`src/rtl/interrupt_claim_arbiter.sv`:
```
// rtl/interrupt_claim_arbiter.sv - pending/in-service tracking, priority arbitration and claim/complete handshake
module interrupt_claim_arbiter #(
    parameter int N_interrupts = 32,
    parameter int PRIO_W = 3,
    localparam int ID_W = $clog2(N_interrupts + 1)
) (
    input  logic                       clk,
    input  logic                       rst,
    input  logic [N_interrupts-1:0]    interrupt_requests_masked,
    input  logic [N_interrupts*PRIO_W-1:0] interrupt_priorities,
    input  logic [PRIO_W-1:0]          priority_threshold,
    input  logic                       claim_req,
    input  logic                       complete_req,
    input  logic [ID_W-1:0]            complete_id,
    output logic                       interrupt_out,
    output logic                       claim_ack,
    output logic [ID_W-1:0]            claim_id,
    output logic [N_interrupts-1:0]    pending,
    output logic [N_interrupts-1:0]    in_service
);

    logic [N_interrupts-1:0] pending_q;
    logic [N_interrupts-1:0] in_service_q;
    logic [N_interrupts-1:0] pending_d;
    logic [N_interrupts-1:0] in_service_d;
    logic [N_interrupts-1:0] set_vec;
    logic [N_interrupts-1:0] claim_vec;
    logic [N_interrupts-1:0] complete_vec;
    logic [ID_W-1:0]         best_id_q;
    logic [ID_W-1:0]         best_id_d;
    logic [PRIO_W-1:0]       best_prio_q;
    logic [PRIO_W-1:0]       best_prio_d;
    logic                    claim_hit;

    assign pending    = pending_q;
    assign in_service = in_service_q;

    // A claim only retires a source when the line is raised and a winner exists.
    assign claim_hit = claim_req && interrupt_out && (best_id_q != '0);

    // Gateway, claim and completion effects on the per-source state vectors.
    // Matching complete_id against each source ID rejects 0 and out-of-range IDs for free.
    always_comb begin
        set_vec      = '0;
        claim_vec    = '0;
        complete_vec = '0;
        for (int i = 0; i < N_interrupts; i++) begin
            set_vec[i]      = interrupt_requests_masked[i] && !pending_q[i] && !in_service_q[i];
            claim_vec[i]    = claim_hit && (best_id_q == ID_W'(i + 1));
            complete_vec[i] = complete_req && (complete_id == ID_W'(i + 1)) && in_service_q[i];
        end
        pending_d    = (pending_q | set_vec) & ~claim_vec;
        in_service_d = (in_service_q | claim_vec) & ~complete_vec;
    end

    // Arbitrate over the next-state pending vector so a just-claimed source can
    // never win again; strict compare keeps ties on the lowest index and skips priority 0.
    always_comb begin
        best_id_d   = '0;
        best_prio_d = '0;
        for (int i = 0; i < N_interrupts; i++) begin
            if (pending_d[i] && (interrupt_priorities[i*PRIO_W +: PRIO_W] > best_prio_d)) begin
                best_prio_d = interrupt_priorities[i*PRIO_W +: PRIO_W];
                best_id_d   = ID_W'(i + 1);
            end
        end
    end

    // State registers, arbitration result, interrupt line and claim response.
    always_ff @(posedge clk) begin
        if (rst) begin
            pending_q     <= '0;
            in_service_q  <= '0;
            best_id_q     <= '0;
            best_prio_q   <= '0;
            interrupt_out <= 1'b0;
            claim_ack     <= 1'b0;
            claim_id      <= '0;
        end else begin
            pending_q     <= pending_d;
            in_service_q  <= in_service_d;
            best_id_q     <= best_id_d;
            best_prio_q   <= best_prio_d;
            interrupt_out <= (best_prio_q > priority_threshold);
            claim_ack     <= claim_req;
            claim_id      <= claim_hit ? best_id_q : '0;
        end
    end

endmodule

```
`config.mk`:
```
export PLATFORM = sky130hd
export DESIGN_NAME = interrupt_claim_arbiter
export DESIGN_NICKNAME = d
export VERILOG_FILES = /design/src/rtl/interrupt_claim_arbiter.sv
export SDC_FILE = /design/constraint.sdc
export NUM_CORES = 1
export LEC_CHECK = 0
export ABC_AREA = 0
export CAP_MARGIN = 10
export CORE_MARGIN = 3
export CORE_UTILIZATION = 25
export DETAILED_ROUTE_END_ITERATION = 12
export PLACE_DENSITY = 0.45
export SYNTH_ARGS = -nofsm -noshare
export SYNTH_HDL_FRONTEND = slang
export SYNTH_SLANG_ARGS = --single-unit
```
`constraint.sdc`:
```
create_clock -name clk -period 170.1 [get_ports clk]
set_input_delay 51.03 -clock clk [delete_from_list [all_inputs] [get_ports clk]]
set_output_delay 51.03 -clock clk [all_outputs]
set_load 0.05 [all_outputs]
```
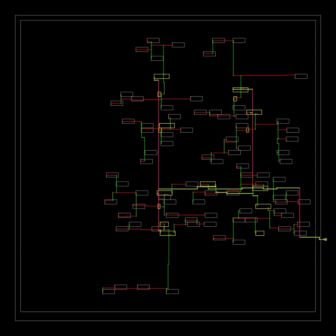
**Above:** run 1 (clock routing).
clock network power consumption: 0.0189 mW
setup clock skew after layout: 0.00836 ns
clock buffers created by TritonCTS: 9
num sequential: 81
Worst-Skew Late Latency: 0.35 ns

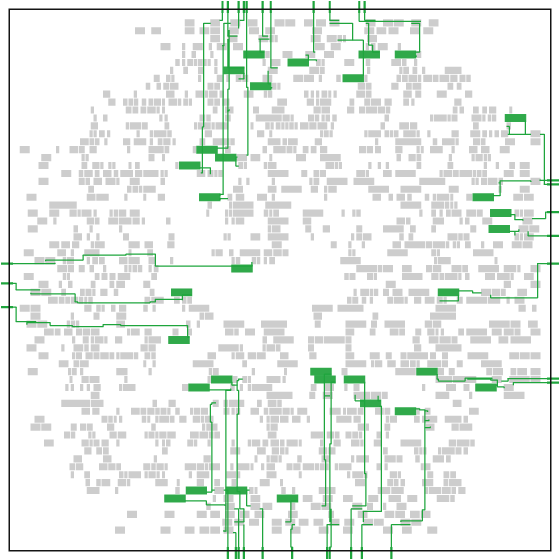
**Above:** run 1 (wires at chosen ports, followed through buffers).
| port | color | bits | direction | end cells | buffers | wire |
|---|---|---|---|---|---|---|
| pending | green | 32 | output | 32 | 32 | 1490 µm |

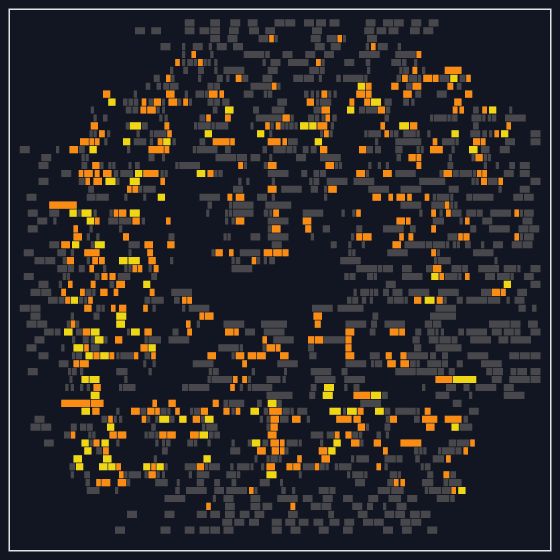
**Above:** run 1 (selected gate families).
| family | color | cells | where |
|---|---|---|---|
| aoi and oai cells | orange | 312 | widely spread |
| non-inverting ao/oa cells | yellow | 83 | widely spread |

==> notes.md, run 1 <==
Here are the numbers from the latest Yosys + OpenROAD run.

Setup repair after global routing left no endpoint under its margin. The tally of unique sky130hd cells used after synthesis came out at approximately 110. The pin slew with the least headroom to its limit came out at slightly below 1 ns. The capture point of the critical path was reported as best_id_q[2]$_SDFF_PP0_. The number of top-level design ports is around 210. Per the timing report, the most critical flop-to-flop path finishes at best_id_q[2]$_SDFF_PP0_. The worst register-to-register path has a setup slack of between 100 and 150 ns. Among logic cells in the layout, the one with the most instances is sky130_fd_sc_hd__clkdlybuf4s50_1. The top routing layer in use is met4. After global routing, the most crowded layer is met2. The number of antenna violations at the first check in global routing is 0. The count of antenna-violating nets left after detailed routing is 0. Yosys printed 0 warnings. Hold repair after CTS inserted 0 buffers. According to the dpl log, the detail-placed design has an HPWL of 26.8 mm. The clock slew at the register clock pins of the worst setup and hold paths is 0.06 ns. The number of instances on the worst hold path came out at 1. The final cell count without fillers came out at 1718.

The number of cells reported by Yosys stat comes to roughly 1.1k. Ranking logic cells in the layout by count gives the top entries sky130_fd_sc_hd__clkdlybuf4s50_1, sky130_fd_sc_hd__nor2_1, sky130_fd_sc_hd__nand2_1. The critical path's top delay family is AND-OR/OR-AND gates. The met3 usage came out at 1.73%. The met2 track demand over resource is between 30% and 40%. The sum of internal, switching and leakage power is roughly 0.16 mW. Post-CTS repair ended up resizing 0 cells. The global-route congestion overflow total is 0.

The final number of max-transition violations is 0. The die outline area is approximately 34000 µm². The number of core rows is roughly 65. The delay of the slowest cell on the worst path is approximately 0.62 ns. The die boundary width is roughly 190 µm. The worst hold margin came out at around 0.52 ns. The DRC violation count after routing is 0. For reference, the top cells by count after synthesis are sky130_fd_sc_hd__nor2_1, sky130_fd_sc_hd__nand2_1, sky130_fd_sc_hd__a21oi_1. The xor-xnor portion of the synthesized cell area came out at 0%.

The routing usage on met1 came out at 25.2%. The synthesized chip area reported by yosys is 8040 µm². Each instance of the synthesized netlist takes up on average ~7.3 µm². The total buffers and inverters traversed by the critical path is 9. The worst ir drop on vdd is about 0.000007 V. The most numerous cell type found on the critical path is sky130_fd_sc_hd__ha_1. The number of hold violations in the final report is 0. The number of nets at floorplan is approximately 1.3k. Looking at the cell usage after synthesis, the top flip-flop cell is sky130_fd_sc_hd__dfxtp_1. The dominant combinational cell family by area after synthesis is AND-OR/OR-AND gates. The die height is 185 µm. Per Yosys stat, the portion of area used by sequential elements is between 20% and 30%. The post-synthesis adder-cell area fraction is 7.61%. The reg-to-reg critical path startpoint is best_id_q[3]$_SDFF_PP0_. The met3 wirelength from detailed routing is 1.37 mm. The placed standard-cell area came out at 10600 µm².

The final critical path takes up approximately 55% of the cycle. The worst path setup slack after routing came out at approximately 76 ns. The pre-CTS setup slack is ~76 ns. The first-pass GRT wire length came out at about 49 mm.

The number of sinks handled by clock tree synthesis is about 81. The number of stages on the worst setup path came out at between 200 and 250. For this run, asynchronously set or reset flops after synthesis account for 0%.

The number of instances in the placed design is 1702. The leakage power total came out at 4.14 nW. The worst setup path is captured at a flip-flop. The number of fill cells in the layout came out at approximately 3.4k. The timing-limited maximum frequency is around 11 MHz. The critical path's slowest cell is sky130_fd_sc_hd__or4_1.

The final count of negative-setup-slack endpoints came out at 0. The net total in the final layout came out at 1496. For reference, the most critical setup path is categorized as primary input to flip-flop. The area inside the core boundary is 31600 µm². The cell type contributing the most total cell area after synthesis is sky130_fd_sc_hd__dfxtp_1. The gate count of the mapped netlist came out at around 1.1k. The start point of the worst hold path is in_service[15]$_SDFF_PP0_. The relative area change from synthesis to final layout came out at 35.0%.

The share of final-layout standard cells stronger than drive strength 1 came out at 6.61%. Buffers placed on the I/O ports in this run total 212. The routed design shows a via density per instance of 5.36.

The proportion of synthesized area in mux cells came out at roughly 1.5%. Overall routing resource usage recorded by global route was between 10% and 20%. The wire length reported by the detailed router came out at 32.6 mm. The number of vias in the routed layout came out at about 9.2k.

The flow ran to the end, and the final reports show no timing, DRC or antenna violations.
## run 1: registers in the layout, indices dropped and copies added (netlist names)
signal,count
in_service,32
pending,32
best_id_q,6
claim_id,6
best_prio_q,3
claim_ack,1
interrupt_out,1
## run 1: layout make-up
cell class / instances / area (µm²) / area share [%]
multi-input cells: 918 / 5980 / 55.1
repair buffers: 218 / 2160 / 19.9
flip-flops and latches: 81 / 1620 / 14.9
well taps: 402 / 503 / 4.64
inverters: 83 / 312 / 2.87
clock buffers: 13 / 260 / 2.40
clock inverters: 3 / 15.0 / 0.138
## run 1: report_power, final
part           switching, mW  leakage, nW  total, mW  internal, mW
registers            0.00212        0.666     0.0230        0.0209
logic                 0.0705         3.33      0.121        0.0507
clock network        0.00826        0.139     0.0189        0.0106
**Run 1: routed clock nets over the placement**

Bar = 50 µm.
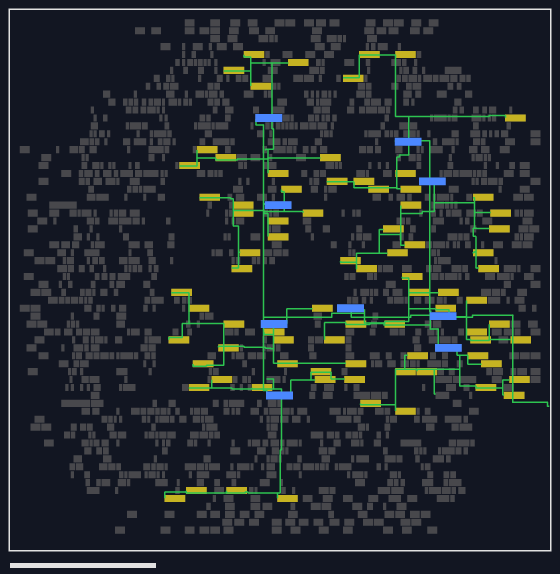

==> run 2, diff against run 1 <==
Settings changed: PLACE_DENSITY 0.45 to 0.46.
Clock period 170.1 ns to 82.7 ns, I/O delays scaled along.
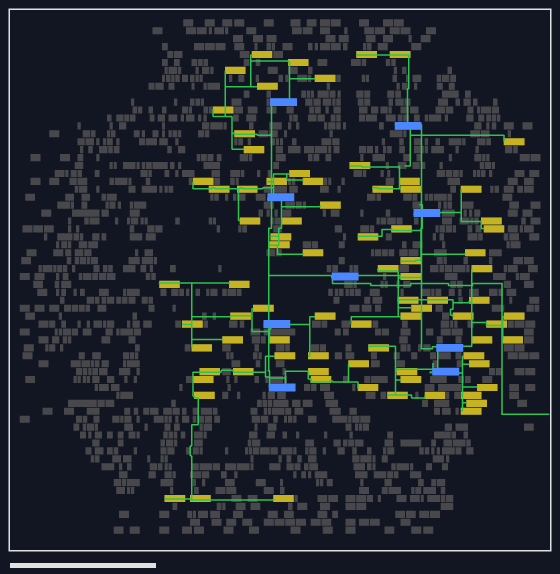
**Above:** run 2 (routed clock nets over the placement).
Bar = 50 µm.
[clock wires] green | length: 1390 µm
[flip-flops] yellow | count: 81
[clock-net drivers] blue | count: 9
routed clock nets: 10

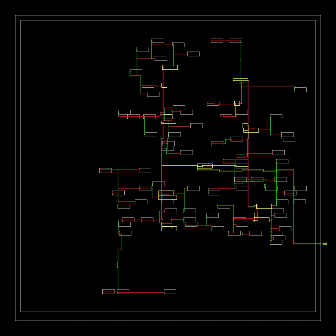
**Above:** run 2 (clock routing).
clock network power consumption: 0.0433 mW
setup clock skew after layout: 0.0102 ns
clk sink count: 81
count of clock buffers in the final design: 11

==> run 2 against run 1 <==
Count of clock-buffer cells in the layout decreased by 2. Sequential share of layout area about the same. Worst setup slack got worse by 61 ns. Die area unchanged. Clock power increased by 130%. Synthesized area unchanged. Via count decreased by 0.21%. Core utilization increased by 0.11 points.
==> notes.md, run 2 <==
Here are the numbers from the latest Yosys + OpenROAD run.

The flow ran to the end, and the final reports show no timing, DRC or antenna violations. The detail-routed via count per cell came out at 5.34. The first global-routing pass estimated 49.8 mm of wire.

The library cells used most frequently in the layout, excluding fill and tap cells, are sky130_fd_sc_hd__clkdlybuf4s50_1, sky130_fd_sc_hd__nor2_1, sky130_fd_sc_hd__nand2_1. The count of cells in the finished layout, fillers not included, comes to about 1.7k. Setup repair after global routing left no endpoint under its margin. The die outline area came out at around 34000 µm². The number of antenna violations at the first check in global routing came out at 1.

The global-route congestion overflow total is 0. Per the post-synthesis report, the nets total roughly 1.3k. The cell internal power dissipation is about 0.17 mW. The cell count listed in synth_stat.txt is approximately 1.1k. The total buffers and inverters traversed by the critical path came out at 7. The power dissipated in sequential cells is ~0.047 mW. The fraction of registers with async set/reset is 0%. The final number of max-transition violations is 0. The Yosys step of the flow raised 0 warnings. Global route summary, busiest routing layer listed as met2.

The worst setup path is captured at a flip-flop. Looking at the power breakdown, the clock network takes between 10% and 20% of the total. Per the timing report, the most critical flop-to-flop path finishes at best_id_q[1]$_SDFF_PP0_.

The sequential cell area in the final layout is 1620 µm². The critical path's top delay family is AND-OR/OR-AND gates. Among the non-sequential cells, AND-OR/OR-AND gates take the most area. The relative area change from synthesis to final layout is 35.5%. The number of buffers inserted by hold repair at cts is 0. The sequential cell fraction of total power came out at between 10% and 20%. Leaving out fill and tap cells, the most frequent cell in the layout is sky130_fd_sc_hd__clkdlybuf4s50_1. The timing report gives the biggest stage delay along the critical path as around 0.66 ns. The tally of unique sky130hd cells used after synthesis came out at ~110. The synthesized instance count is between 1k and 1.5k. The share of final-layout standard cells stronger than drive strength 1 came out at between 6 and 7%.

The net switching power figure is 0.168 mW. The number of buffers inserted during clock tree synthesis came out at 9. The combinational group power is between 0.2 and 0.3 mW. Net switching is 49.3% of the power. The worst-case IR drop observed on VDD is 0.0000145 V. In the power breakdown, the biggest contributor is combinational logic.

The source-to-sink clock delay at the later pin of the worst-skew pair is approximately 0.36 ns. The clock slew at the register clock pins of the worst setup and hold paths came out at 0.07 ns. For reference, the critical path is captured by best_id_q[1]$_SDFF_PP0_. The routing usage on met1 is 25.8%. The number of fill cells in the layout came out at approximately 3.3k.

Routing resource usage on met2 recorded by global route was 31.1%. At the end of the flow, the number of nets in the layout was around 1.5k. The number of top-level design ports is between 200 and 250. The critical path is of the primary input to flip-flop type. The number of core rows came out at 65. The area used by multi-input combinational logic came out at 5980 µm². The worst path setup slack after routing is between 10 and 15 ns.

The half-perimeter wire length of the detailed placement result is about 27 mm. The startpoint identified for the worst hold timing path is best_id_q[4]$_SDFF_PP0_. The number of hold violations in the final report came out at 0.

In this run the critical register-to-register path is launched from best_id_q[3]$_SDFF_PP0_. The number of vias in the routed layout came out at a little over 9k. The count of buffers added on input and output ports is between 200 and 250. The cell-mix breakdown from Yosys lists the adder-cell area share as between 7 and 8%.

The synthesis report names the predominant flop master as sky130_fd_sc_hd__dfxtp_1. The routed design has 32.7 mm of wire. Multiplexer cells account for under 10% of the synthesized area. The biggest area contributor in the post-synthesis netlist is sky130_fd_sc_hd__dfxtp_1. The DRC violation count after routing came out at 0. The combinational cell fraction of total power is 73.4%. For met3 alone, demand over resource in global routing was under 10%.
[run 2: per-stage QoR]
| step | power (mW) | hold slack, ns | area, µm² |
|---|---|---|---|
| 2_1_floorplan | 0.232 | 0.474 | 8040 |
| 3_3_place_gp | 0.296 | 0.500 | 10600 |
| 3_5_place_dp | 0.298 | 0.504 | 10600 |
| 4_1_cts | 0.344 | 0.512 | 10900 |
| 5_1_grt | 0.378 | 0.540 | 10900 |
| 6_report | 0.341 | 0.514 | 10900 |
[run 2: cell type report]
type / count / area share [%]
diodes: 2 / 0.0460
clock buffers: 11 / 2.32
clock inverters: 5 / 0.563
inverters: 83 / 2.86
multi-input cells: 918 / 54.9
flip-flops and latches: 81 / 14.9
well taps: 402 / 4.62
repair buffers: 217 / 19.8
Power is estimated from default activity; no workload was simulated.
